`src/rtl/vga_timing_pkg.sv`:
```
// ============================================================================
// vga_timing_pkg : default 1024x768@60 raster constants for the VGA timing block
// Revision: 1.0
// ============================================================================
`default_nettype none

package vga_timing_pkg;

  localparam int VGA_H_VISIBLE      = 1024;
  localparam int VGA_H_FRONT        = 24;
  localparam int VGA_H_SYNC         = 136;
  localparam int VGA_H_BACK         = 160;
  localparam int VGA_H_TOTAL        = VGA_H_VISIBLE + VGA_H_FRONT + VGA_H_SYNC + VGA_H_BACK;

  localparam int VGA_V_VISIBLE      = 768;
  localparam int VGA_V_FRONT        = 3;
  localparam int VGA_V_SYNC         = 6;
  localparam int VGA_V_BACK         = 29;
  localparam int VGA_V_TOTAL        = VGA_V_VISIBLE + VGA_V_FRONT + VGA_V_SYNC + VGA_V_BACK;

  localparam int VGA_NARROW_VISIBLE = 960;

  localparam int H_SYNC_START = VGA_H_VISIBLE + VGA_H_FRONT;
  localparam int H_SYNC_END   = H_SYNC_START + VGA_H_SYNC;
  localparam int V_SYNC_START = VGA_V_VISIBLE + VGA_V_FRONT;
  localparam int V_SYNC_END   = V_SYNC_START + VGA_V_SYNC;

  localparam int X_W = 11;
  localparam int Y_W = 10;

  typedef logic [X_W-1:0] x_t;
  typedef logic [Y_W-1:0] y_t;

endpackage

`default_nettype wire

```
`src/rtl/vga_axis_counter.sv`:
```
// ============================================================================
// vga_axis_counter : wrapping up-counter for one raster axis
// Revision: 1.0
// ============================================================================
`default_nettype none

module vga_axis_counter #(
  parameter int               WIDTH    = 11,
  parameter logic [WIDTH-1:0] TERMINAL = '1
) (
  input  logic             clk,
  input  logic             rst_n,
  input  logic             clr_i,
  input  logic             en_i,
  output logic [WIDTH-1:0] count_o,
  output logic             wrap_o
);

  logic [WIDTH-1:0] count_q;
  logic [WIDTH-1:0] count_d;

  // Wrap is qualified by enable so the next axis only steps on a real rollover.
  assign wrap_o  = en_i && (count_q == TERMINAL);
  assign count_o = count_q;

  always_comb begin
    count_d = count_q;
    if (clr_i || wrap_o) begin
      count_d = '0;
    end else if (en_i) begin
      count_d = count_q + 1'b1;
    end
  end

  always_ff @(posedge clk) begin
    if (!rst_n) begin
      count_q <= '0;
    end else begin
      count_q <= count_d;
    end
  end

endmodule

`default_nettype wire

```
`src/rtl/vga_timing_1024x768.sv`:
```
// ============================================================================
// vga_timing_1024x768 : free-running raster timing, sync/blank decode and
//                       sticky blank-entry interrupt
// Revision: 1.0
// ============================================================================
`default_nettype none

module vga_timing_1024x768
  import vga_timing_pkg::*;
#(
  parameter int H_VISIBLE      = VGA_H_VISIBLE,
  parameter int H_FRONT        = VGA_H_FRONT,
  parameter int H_SYNC         = VGA_H_SYNC,
  parameter int H_BACK         = VGA_H_BACK,
  parameter int V_VISIBLE      = VGA_V_VISIBLE,
  parameter int V_FRONT        = VGA_V_FRONT,
  parameter int V_SYNC         = VGA_V_SYNC,
  parameter int V_BACK         = VGA_V_BACK,
  parameter int NARROW_VISIBLE = VGA_NARROW_VISIBLE
) (
  input  logic           clk,
  input  logic           rst_n,
  input  logic           cli,
  input  logic           enable_interrupt_on_hblank,
  input  logic           enable_interrupt_on_vblank,
  input  logic           narrow_960,
  output logic [X_W-1:0] x,
  output logic [Y_W-1:0] y,
  output logic           hsync,
  output logic           vsync,
  output logic           retrace,
  output logic           blank,
  output logic           interrupt
);

  localparam int H_TOTAL = H_VISIBLE + H_FRONT + H_SYNC + H_BACK;
  localparam int V_TOTAL = V_VISIBLE + V_FRONT + V_SYNC + V_BACK;

  localparam x_t HS_START_X = X_W'(H_VISIBLE + H_FRONT);
  localparam x_t HS_END_X   = X_W'(H_VISIBLE + H_FRONT + H_SYNC);
  localparam x_t H_LAST_X   = X_W'(H_TOTAL - 1);
  localparam x_t H_VIS_X    = X_W'(H_VISIBLE);
  localparam x_t H_NAR_X    = X_W'(NARROW_VISIBLE);
  localparam y_t VS_START_Y = Y_W'(V_VISIBLE + V_FRONT);
  localparam y_t VS_END_Y   = Y_W'(V_VISIBLE + V_FRONT + V_SYNC);
  localparam y_t V_LAST_Y   = Y_W'(V_TOTAL - 1);
  localparam y_t V_VIS_Y    = Y_W'(V_VISIBLE);

  logic x_wrap;
  logic unused_y_wrap;

  vga_axis_counter #(
    .WIDTH    (X_W),
    .TERMINAL (H_LAST_X)
  ) u_x_cnt (
    .clk     (clk),
    .rst_n   (rst_n),
    .clr_i   (1'b0),
    .en_i    (1'b1),
    .count_o (x),
    .wrap_o  (x_wrap)
  );

  vga_axis_counter #(
    .WIDTH    (Y_W),
    .TERMINAL (V_LAST_Y)
  ) u_y_cnt (
    .clk     (clk),
    .rst_n   (rst_n),
    .clr_i   (1'b0),
    .en_i    (x_wrap),
    .count_o (y),
    .wrap_o  (unused_y_wrap)
  );

  // Narrow mode only moves the blank edge; sync positions stay on the 1024 grid.
  x_t   vis_width;
  logic y_visible;
  logic hblank_entry;
  logic vblank_entry;

  assign vis_width    = narrow_960 ? H_NAR_X : H_VIS_X;
  assign y_visible    = (y < V_VIS_Y);

  assign blank        = (x >= vis_width) || !y_visible;
  assign hsync        = !((x >= HS_START_X) && (x < HS_END_X));
  assign vsync        = !((y >= VS_START_Y) && (y < VS_END_Y));
  assign retrace      = (x == H_LAST_X) && y_visible;

  assign hblank_entry = (x == vis_width) && y_visible;
  assign vblank_entry = (x == '0) && (y == V_VIS_Y);

  logic irq_set;
  logic irq_q;
  logic irq_d;

  assign irq_set   = (hblank_entry && enable_interrupt_on_hblank) ||
                     (vblank_entry && enable_interrupt_on_vblank);
  assign interrupt = irq_q;

  // A new entry outranks a simultaneous software clear.
  always_comb begin
    irq_d = irq_q;
    if (irq_set) begin
      irq_d = 1'b1;
    end else if (cli) begin
      irq_d = 1'b0;
    end
  end

  always_ff @(posedge clk) begin
    if (!rst_n) begin
      irq_q <= 1'b0;
    end else begin
      irq_q <= irq_d;
    end
  end

endmodule

`default_nettype wire

```
`config.mk`:
```
export PLATFORM = sky130hd
export DESIGN_NAME = vga_timing_1024x768
export DESIGN_NICKNAME = d
export VERILOG_FILES = /design/src/rtl/vga_timing_pkg.sv /design/src/rtl/vga_axis_counter.sv /design/src/rtl/vga_timing_1024x768.sv
export SDC_FILE = /design/constraint.sdc
export NUM_CORES = 1
export LEC_CHECK = 0
export ABC_AREA = 1
export CORE_ASPECT_RATIO = 0.75
export CORE_MARGIN = 2
export CORE_UTILIZATION = 52
export CTS_BUF_LIST = sky130_fd_sc_hd__clkbuf_4
export DETAILED_ROUTE_END_ITERATION = 6
export PLACE_DENSITY = 0.94
export REMOVE_ABC_BUFFERS = 1
export SYNTH_ARGS = -nofsm -noshare
export SYNTH_HDL_FRONTEND = slang
export SYNTH_SLANG_ARGS = --single-unit
```
`constraint.sdc`:
```
create_clock -name clk -period 1.87 [get_ports clk]
set_input_delay 0.2805 -clock clk [delete_from_list [all_inputs] [get_ports clk]]
set_output_delay 0.2805 -clock clk [all_outputs]
set_load 0.01 [all_outputs]
```
### Clock routing, run 1

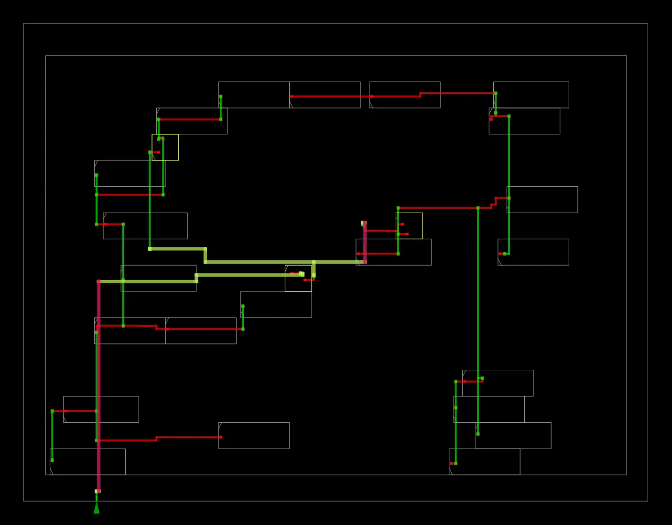
Clk power: 0.219 mW
Flops: 22
CTS sink count: 22
CTS Buf Count: 3
CLK BUF: 3

### Cell classes on the final placement, run 1

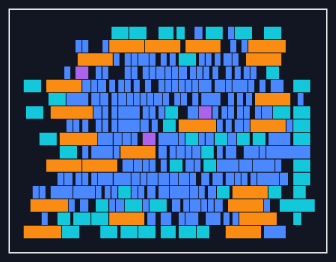
legend:
  orange:
    class: flip-flops
    cells: 22
    share_of_their_area: 23%
  blue:
    class: all other logic
    cells: 199
    share_of_their_area: 52%
  cyan:
    class: other buffers and delay cells
    cells: 49
    share_of_their_area: 23%
  purple:
    class: cells driving clock nets
    cells: 3
    share_of_their_area: 1.2%

==> results_dict.tcl, run 1 <==
# implementation run metrics
set metrics [dict create \
    outcome "finished, final reports clean" \
    final_common_cell "nand2_1" \
    drc 0 \
    netlist.area_leader.share_pct 30.6 \
    critPathMaxStageDelay_ps 430 \
    fin_cells 309 \
    reg2reg_depth 8 \
    p_seq_share_pct 61.1 \
    slew_headroom_pct 78.6 \
    num-fill-cells 190 \
    grt_pass1_vias 1412 \
    ir_worst_vdd_mv 0.337 \
    vias_per_cell 5.37 \
    drt_first_pass_iters 6 \
    cts_tree "built" \
    yosysCellCount 223 \
    yosys_most_used_dff "dfxtp_1" \
    cts-hold-fix-buffers 0 \
    power.leakage_nw 0.894 \
    place_hpwl_mm 2.81 \
    antenna_cells 0 \
    final_area_um2 1980 \
    antenna_found_initial 0 \
    coreArea_um2 2620 \
    lay_top_cells "nand2_1, nor2_1, inv_1" \
    hp-start "u_y_cnt.count_o[9]" \
    htree_levels 1 \
    grt-ovfl-total 0 \
    critPathRequiredTime_ps 1590 \
    drive_above_1_share_pct 18.3 \
    warnings 29 \
    postRouteAntennaNets 0 \
    num_rows 16 \
    ys_types 22 \
    initCoreUtil_pct 54.9 \
    grt.total_usage_pct 23.5 \
    final-comb-area_um2 872 \
    cp.depth 6 \
    critPathTopFamily "simple AND/OR/NAND/NOR gates" \
    cp_max_fo 5 \
    route.vias.total 1658 \
    p_comb_share_pct 11.0 \
    synthTopCellsByArea "dfxtp_1, nand2_1, nor2_1" \
    finalPower_mw 0.784 \
    pwr-share-clk_pct 27.9 \
    edf_count 0 \
    fin_crit_sh_pct 98.2 \
    start_kind "flop" \
    port_buffers 31 \
    drv_cap 0 \
    ys_area_um2 1440 \
    cp_cell_sequence "buf_4 -> nand3_1 -> nor2_2 -> nand2_2 -> nor2_1 -> clkbuf_2" \
    yosys_warnings 0 \
    synth_seq_share_pct 30.6 \
    num-nets-final 292 \
    synth_area_um2 1440 \
    ys_async_sr_fraction_pct 0 \
    r2r-end "u_x_cnt.count_o[8]" \
    internal-power_mw 0.592 \
    chipArea_um2 3210 \
    cp.arrival_ps 1560 \
    avgSynthCellArea_um2 6.46 \
    slowest_stage "dfxtp_1" \
    power_density_nw_per_um2 397 \
    worst_slew_pin_slew_ps 318 \
    period_minus_slack_ps 1840 \
    clock_tree.buffer_depth 2 \
    die_h_um 49.6 \
    routed_wl_mm 3.94 \
    synth-seq-cells 22 \
    setup_violations 0 \
    seqCellArea_um2 452 \
    root_buffer "clkbuf_4" \
    switching_share_pct 24.5 \
    num_io_pins 32 \
    hold_path_class "reg -> reg" \
    clk_pin_slew_ps 120 \
    gp_congestion 0.896 \
    hold_viol 0 \
    dpl_cell_area_um2 1910 \
    min_to "u_y_cnt.count_o[9]" \
    maxSlewViolCount 0 \
    worst_setup_path_end_kind "output pin" \
    criticalPathCategory "reg -> out" \
    r2r-start "u_x_cnt.count_o[10]" \
    placed_cells 304 \
    r2r_slack_ps 310 \
    fmax_mhz 545 \
    synthCells 223 \
    fin_worst_skew_ps 6.07 \
    holdPathStages 2 \
    path_buffers 2 \
    drt_iter0_drc 110 \
    largest_area_cell "dfxtp_1" \
    die_x_um 64.8 \
    clkLatencyLatePin_ps 310 \
    p_sw_mw 0.192 \
    grt_pass1_wl_mm 5.97 \
    routedWlPerCell_um 12.8 \
    grt_max_degree 12 \
    syn_to_final_growth_pct 37.2 \
]
### Routed metal per tile, run 1

13 x 10 tiles, from dark blue (low) to red (high), scaled to the fullest tile. Values are wire area over tile area, all layers added.
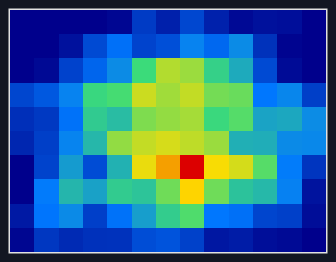
tiles over half the peak: 21%
densest ninth of the die: centre
nearly empty tiles: 14%

-- run 1: power groups by stage --
stage / Combinational, mW / Clock [mW] / Sequential, mW
floorplan: 0.0336 / 0 / 0.492
global placement: 0.0752 / 0 / 0.490
detailed placement: 0.0784 / 0 / 0.490
CTS: 0.0779 / 0.221 / 0.479
global route: 0.0957 / 0.245 / 0.480
finish: 0.0862 / 0.219 / 0.479
-- run 1: metrics by stage --
step	utilization (%)	setup TNS, ps	worst slack, ps	hold slack, ps
3_5_place_dp	72.7	-585	-585	505
2_1_floorplan	-	0	346	378
4_1_cts	73.5	0	23.1	522
5_1_grt	75.3	-83.9	-66.1	553
3_3_place_gp	72.7	-483	-483	488
6_report	75.3	0	34.5	524
-- run 1: sequential cells by signal, indices dropped and copies added (netlist names) --
| name | flops |
|---|---|
| interrupt | 1 |
| u_x_cnt.count_o | 11 |
| u_y_cnt.count_o | 10 |
-- run 1: timing repair --
item                                    4_1_cts  5_1_grt
resized                                      15       13
hold endpoints to repair                      0        0
buffers inserted                              0        2
pin swaps                                     0        3
endpoints found under the setup margin        4        2
-- run 1: cell families (layout without fill, tap and decap cells) --
kind of cell / after synthesis / in the layout / synth area share [%]
AND-OR/OR-AND: 18 / 18 / 7.04
XOR/XNOR: 3 / 3 / 1.82
buffers and inverters: 39 / 89 / 11.2
adder cells (fa/ha/maj): 11 / 11 / 9.56
flip-flops: 22 / 22 / 30.6
AND/OR/NAND/NOR: 130 / 130 / 39.8
-- run 1: cell usage after synthesis (all sizes together) (2+ instances only) --
| cell type | number |
|---|---|
| a21oi | 7 |
| buf | 2 |
| dfxtp | 22 |
| ha | 11 |
| inv | 37 |
| nand2 | 58 |
| nand3 | 19 |
| nand3b | 2 |
| nand4 | 5 |
| nor2 | 41 |
| nor3 | 5 |
| o21ai | 8 |
| xor2 | 3 |
-- run 1: worst reg2reg max path: cells and delay by family, from the launching register on --
| family | cells | cell delay (ps) |
|---|---|---|
| flops | 1 | 430 |
| buf+inv | 3 | 540 |
| compound gates | 1 | 60 |
| simple gates | 4 | 440 |
-- run 1: cell type report --
class,count,area share [%]
flip-flops and latches,22,22.9
clock buffers,3,1.14
multi-input cells,162,44.1
well taps,36,2.28
repair buffers,49,22.5
inverters,37,7.03
-- run 1: how the worst max path moves through the flow --
stage                                   start            endpoint  slack, ps
after floorplan            u_x_cnt.count_o[0]  u_y_cnt.count_o[5]        350
after global placement             narrow_960               blank       -480
after detailed placement           narrow_960               blank       -590
after CTS                  u_x_cnt.count_o[0]             retrace         20
after global routing       u_x_cnt.count_o[8]               blank        -70
final                     u_x_cnt.count_o[10]             retrace         30
-- run 1: metal layers --
| metal | GRT usage (%) | wire (µm) |
|---|---|---|
| met4 | 7.09 | 27 |
| met1 | 32.9 | 1710 |
| met5 | 0 | 0 |
| met2 | 36.6 | 1870 |
| met3 | 4.57 | 334 |
### Routed clock nets over the placement, run 1

The bar under the picture is 20 µm long.
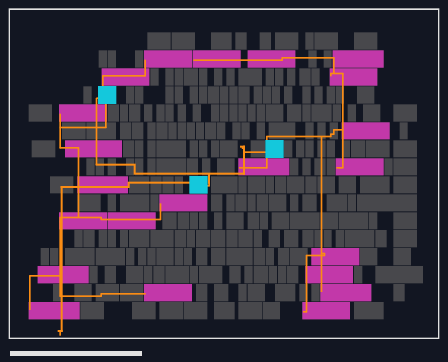

==> run 2: changes to the inputs <==
--- a/config.mk
+++ b/config.mk
@@ -8,10 +8,9 @@
 export ABC_AREA = 1
 export CORE_ASPECT_RATIO = 0.75
 export CORE_MARGIN = 2
-export CORE_UTILIZATION = 52
-export CTS_BUF_LIST = sky130_fd_sc_hd__clkbuf_4
+export CORE_UTILIZATION = 50
 export DETAILED_ROUTE_END_ITERATION = 6
-export PLACE_DENSITY = 0.94
+export PLACE_DENSITY = 0.91
 export REMOVE_ABC_BUFFERS = 1
 export SYNTH_ARGS = -nofsm -noshare
 export SYNTH_HDL_FRONTEND = slang
### Routed clock nets over the placement, run 2

The bar under the picture is 20 µm long.
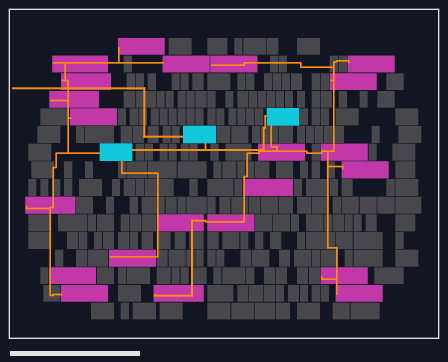
legend:
  orange:
    item: clock wires
    length: 305 µm
  magenta:
    item: flip-flops
    count: 22
  cyan:
    item: cells driving clock nets
    count: 3
routed clock nets: 4
flops lie: spread over the die

==> results_dict.tcl, run 2 <==
# implementation run metrics
set metrics [dict create \
    worst_setup_path_end_kind "output pin" \
    ys_sh_mux_pct 0 \
    pre_cts_slack_ps -528 \
    fin_crit_sh_pct 97.1 \
    cts_made_buffers 3 \
    placed_cells 305 \
    vias_per_cell 5.22 \
    largest_reg_flops 11 \
    power.leakage_nw 0.912 \
    ys_area_um2 1440 \
    drive_above_1_share_pct 17.1 \
    fin_cells 311 \
    cts-hold-fix-buffers 0 \
    place_hpwl_mm 2.92 \
    ys_async_sr_fraction_pct 0 \
    fin_ws_ps 54.8 \
    chipArea_um2 3330 \
    rsz0062_at_grt "no" \
    drt_iter0_drc 86 \
    grt_max_degree 12 \
    yosys_most_used_dff "dfxtp_1" \
    cp.arrival_ps 1530 \
    ys_sh_adder_pct 9.56 \
    coreArea_um2 2680 \
    synthAoiAreaFrac_pct 7.04 \
    die_h_um 50.5 \
    critPathRequiredTime_ps 1590 \
    synthTopCellsByArea "dfxtp_1, nand2_1, nor2_1" \
    grt-ovfl-total 0 \
    route.vias.total 1622 \
    htree_levels 1 \
    clkLatencyLatePin_ps 260 \
    ir_worst_vdd_mv 0.321 \
    final_common_cell "nand2_1" \
    synth-xor-area-share_pct 1.82 \
    routed_wl_mm 3.94 \
    synthCells 223 \
    yosys_warnings 0 \
    antenna_cells 0 \
    holdWs_ps 511 \
    setup_violations 0 \
    routedWlPerCell_um 12.7 \
    drv_cap 0 \
    cts_tree "built" \
    antenna_found_initial 0 \
    warnings 29 \
    num-fill-cells 219 \
    synthSimpleGateAreaFrac_pct 39.8 \
    ys_types 22 \
    fin_tns_setup_ps 0 \
    num-nets-final 294 \
    grt.total_usage_pct 24.9 \
    fmax_mhz 551 \
    initCoreUtil_pct 53.7 \
    die_x_um 66.0 \
    postRouteAntennaNets 0 \
    clock_tree.buffer_depth 2 \
    grt_pass1_vias 1523 \
    hold_path_class "reg -> reg" \
    cp_max_fo 5 \
    worst_slew_pin_slew_ps 348 \
    outcome "finished, final reports clean" \
    cts_sinks 22 \
    port_buffers 31 \
    num_io_pins 32 \
    fin_worst_skew_ps 6.01 \
    lay_top_cells "nand2_1, nor2_1, inv_1" \
    yosys.cell_count.top_type "nand2_1" \
    drt_first_pass_iters 4 \
    power_density_nw_per_um2 436 \
    synth_seq_share_pct 30.6 \
    start_kind "flop" \
    edf_count 0 \
    yosysCellCount 223 \
    syn_to_final_growth_pct 37.7 \
    root_buffer "clkbuf_8" \
    num_rows 16 \
    gp_congestion 0.863 \
    common_cells "nand2_1, nor2_1, inv_1" \
    synth_area_um2 1440 \
    clk_pin_slew_ps 80 \
    drc 0 \
    maxSlewViolCount 0 \
    slew_headroom_pct 76.6 \
    ys_top_logic_family "simple AND/OR/NAND/NOR gates" \
    netlist.area_leader.share_pct 30.6 \
    finalPower_mw 0.865 \
    period_minus_slack_ps 1820 \
    avgSynthCellArea_um2 6.46 \
    synth-seq-cells 22 \
    hold_viol 0 \
    grt_pass1_wl_mm 6.57 \
    largest_area_cell "dfxtp_1" \
    criticalPathCategory "reg -> out" \
]
[run 2: cell families (layout without fill, tap and decap cells)]
logic type | Yosys count | after routing
buf+inv | 39 | 91
fa+ha+maj | 11 | 11
xor+xnor | 3 | 3
flops | 22 | 22
simple gates | 130 | 130
compound gates | 18 | 18
[run 2: critical path: stages, from the launching register on]
cell	delay (ps)
dfxtp_1	370
buf_4	160
nand3_1	100
nor2_2	180
nand2_2	80
nor2_1	110
dlygate4sd2_1	270
[run 2: path summary, 6_finish.rpt]
kind,start,end,slack [ps],cells past startpoint
worst min register to register,u_y_cnt.count_o[9],u_y_cnt.count_o[9],510,2
worst max-delay path,u_x_cnt.count_o[10],retrace,50,6
worst max register to register,u_x_cnt.count_o[0],u_y_cnt.count_o[5],200,10
worst min-delay path,u_y_cnt.count_o[9],u_y_cnt.count_o[9],510,2
[run 2: power by group]
| group | switching (mW) | internal, mW | leakage (nW) | total [mW] |
|---|---|---|---|---|
| sequential | 0.00519 | 0.473 | 0.181 | 0.478 |
| combinational | 0.0437 | 0.0441 | 0.709 | 0.0878 |
| clock | 0.155 | 0.144 | 0.0216 | 0.299 |
[run 2: what timing repair did]
| action | in CTS | in global routing |
|---|---|---|
| buffers inserted | 3 | 0 |
| endpoints found under the hold margin | 0 | 0 |
| gates resized | 14 | 6 |
| endpoints found under the setup margin | 4 | 2 |
| pin swaps | 1 | 0 |
[run 2: area by class of cell]
type / count / area (µm²) / area share (%)
multi-input cells: 162 / 851 / 42.9
repair buffers: 51 / 457 / 23.0
flip-flops and latches: 22 / 450 / 22.7
inverters: 37 / 139 / 7.00
well taps: 36 / 45.0 / 2.27
clock buffers: 3 / 41.3 / 2.08
[run 2: stage by stage]
step / instance area (µm²) / util [%]
after floorplan: 1420 / -
after detailed placement: 1900 / 70.8
final: 1980 / 73.9
after global placement: 1900 / 70.8
after global routing: 1980 / 73.9
after CTS: 1970 / 73.5
[run 2: metal layers]
| metal | share of wire [%] | routed length [µm] | vias to the layer above | global-route usage, % |
|---|---|---|---|---|
| met5 | 0 | 0 | - | 0 |
| met4 | 1.2 | 46 | 0 | 4.42 |
| met3 | 7.4 | 291 | 8 | 5.61 |
| met2 | 46 | 1830 | 82 | 40.7 |
| met1 | 45 | 1780 | 725 | 34.2 |
| li1 | - | - | 807 | - |
==> run 3: changes to the inputs <==
--- a/config.mk
+++ b/config.mk
@@ -9,7 +9,9 @@
 export CORE_ASPECT_RATIO = 0.75
 export CORE_MARGIN = 2
 export CORE_UTILIZATION = 50
+export CTS_CLUSTER_SIZE = 20
 export DETAILED_ROUTE_END_ITERATION = 6
+export GPL_ROUTABILITY_DRIVEN = 0
 export PLACE_DENSITY = 0.91
 export REMOVE_ABC_BUFFERS = 1
 export SYNTH_ARGS = -nofsm -noshare
### Routed clock nets over the placement, run 3

The bar under the picture is 20 µm long.
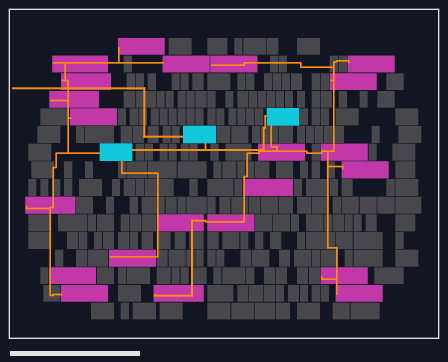
legend:
  orange:
    item: clock wires
    length: 305 µm
  cyan:
    item: cells driving clock nets
    count: 3
  magenta:
    item: flip-flops
    count: 22
flops lie: spread over the die
routed clock nets: 4

==> results_dict.tcl, run 3 <==
# implementation run metrics
set metrics [dict create \
    num-fill-cells 219 \
    avgSynthCellArea_um2 6.46 \
    worst_slew_pin_slew_ps 348 \
    antenna_found_initial 0 \
    num_rows 16 \
    lay_top_cells "nand2_1, nor2_1, inv_1" \
    drt_first_pass_iters 4 \
    largest_reg_flops 11 \
    slowest_stage "dfxtp_1" \
    edf_count 0 \
    port_buffers 31 \
    yosys_warnings 0 \
    netlist.area_leader.share_pct 30.6 \
    fin_worst_skew_ps 6.01 \
    antenna_cells 0 \
    grt_pass1_vias 1523 \
    die_x_um 66.0 \
    num_io_pins 32 \
    clock_tree.buffer_depth 2 \
    coreArea_um2 2680 \
    yosysCellCount 223 \
    cp_cell_sequence "buf_4 -> nand3_1 -> nor2_2 -> nand2_2 -> nor2_1 -> dlygate4sd2_1" \
    worst_setup_path_end_kind "output pin" \
    synthCells 223 \
    drc 0 \
    route.vias.total 1622 \
    drt_iter0_drc 86 \
    outcome "finished, final reports clean" \
    power.leakage_nw 0.912 \
    fin_tns_setup_ps 0 \
    chipArea_um2 3330 \
    root_buffer "clkbuf_8" \
    cts_made_buffers 3 \
    fin_crit_sh_pct 97.1 \
    ys_area_um2 1440 \
    cts_sinks 22 \
    period_minus_slack_ps 1820 \
    drive_above_1_share_pct 17.1 \
    synth-seq-cells 22 \
    final_common_cell "nand2_1" \
    rsz0062_at_grt "no" \
    hold_viol 0 \
    hold_path_class "reg -> reg" \
    cts-hold-fix-buffers 0 \
    holdWs_ps 511 \
    postRouteAntennaNets 0 \
    fmax_mhz 551 \
    finalPower_mw 0.865 \
    grt_pass1_wl_mm 6.57 \
    cp_max_fo 5 \
    routed_wl_mm 3.94 \
    clkLatencyLatePin_ps 260 \
    cts_tree "built" \
    synthTopCellsByArea "dfxtp_1, nand2_1, nor2_1" \
    routedWlPerCell_um 12.7 \
    die_h_um 50.5 \
    common_cells "nand2_1, nor2_1, inv_1" \
    initCoreUtil_pct 53.7 \
    ys_types 22 \
    drv_cap 0 \
    critPathMaxStageDelay_ps 370 \
    start_kind "flop" \
    warnings 29 \
    syn_to_final_growth_pct 37.7 \
    vias_per_cell 5.22 \
    grt.total_usage_pct 24.9 \
    yosys.cell_count.top_type "nand2_1" \
    criticalPathCategory "reg -> out" \
    grt_max_degree 12 \
    maxSlewViolCount 0 \
    largest_area_cell "dfxtp_1" \
]
[run 3: cells by family (layout without fill, tap and decap cells)]
| logic type | count (synthesis) | count (layout) | synth area share (%) |
|---|---|---|---|
| DFF | 22 | 22 | 30.6 |
| AOI/OAI and AO/OA | 18 | 18 | 7.04 |
| adders and majority gates | 11 | 11 | 9.56 |
| and+or+nand+nor | 130 | 130 | 39.8 |
| buffers and inverters | 39 | 91 | 11.2 |
| xor gates and xnor gates | 3 | 3 | 1.82 |
[run 3: critical path, delay by kind of cell, from the launching register on]
| family | cells | cell delay (ps) |
|---|---|---|
| buffers and inverters | 2 | 430 |
| DFF | 1 | 370 |
| and+or+nand+nor | 4 | 470 |
[run 3: worst paths after layout]
check	start	end	slack (ps)	cells past startpoint
worst min register to register	u_y_cnt.count_o[9]	u_y_cnt.count_o[9]	510	2
worst min-delay path	u_y_cnt.count_o[9]	u_y_cnt.count_o[9]	510	2
worst max-delay path	u_x_cnt.count_o[10]	retrace	50	6
worst max register to register	u_x_cnt.count_o[0]	u_y_cnt.count_o[5]	200	10
[run 3: report_power, final]
part,total [mW],internal [mW],switching [mW]
clock network,0.299,0.144,0.155
registers,0.478,0.473,0.00519
logic,0.0878,0.0441,0.0437
total,0.865,0.661,0.204
[run 3: layout make-up]
cell class / instances / area (µm²) / share of cell area (%)
Clock buffer: 3 / 41.3 / 2.08
Timing Repair Buffer: 51 / 457 / 23.0
Tap cell: 36 / 45.0 / 2.27
Sequential cell: 22 / 450 / 22.7
Multi-Input combinational cell: 162 / 851 / 42.9
Inverter: 37 / 139 / 7.00
[run 3: what timing repair did]
action,CTS,global route
endpoints found under the hold margin,0,0
setup buffers,3,0
setup endpoints to repair,4,2
resized,14,6
pin swaps,1,0
[run 3: metal layers]
layer | vias to the layer above | routed length, µm | global-route usage (%) | part of all wire, %
li1 | 807 | - | - | -
met1 | 725 | 1780 | 34.2 | 45
met2 | 82 | 1830 | 40.7 | 46
met3 | 8 | 291 | 5.61 | 7.4
met4 | 0 | 46 | 4.42 | 1.2
met5 | - | 0 | 0 | 0
[run 3: stage by stage]
| stage | area, µm² | worst slack, ps | util, % | cells |
|---|---|---|---|---|
| global route | 1980 | 9.62 | 73.9 | 311 |
| CTS | 1970 | 11.3 | 73.5 | 311 |
| detailed placement | 1900 | -528 | 70.8 | 305 |
| finish | 1980 | 54.8 | 73.9 | 311 |
| floorplan | 1420 | 346 | - | 221 |
| global placement | 1900 | -488 | 70.8 | 305 |
Power is estimated from default activity; no workload was simulated.
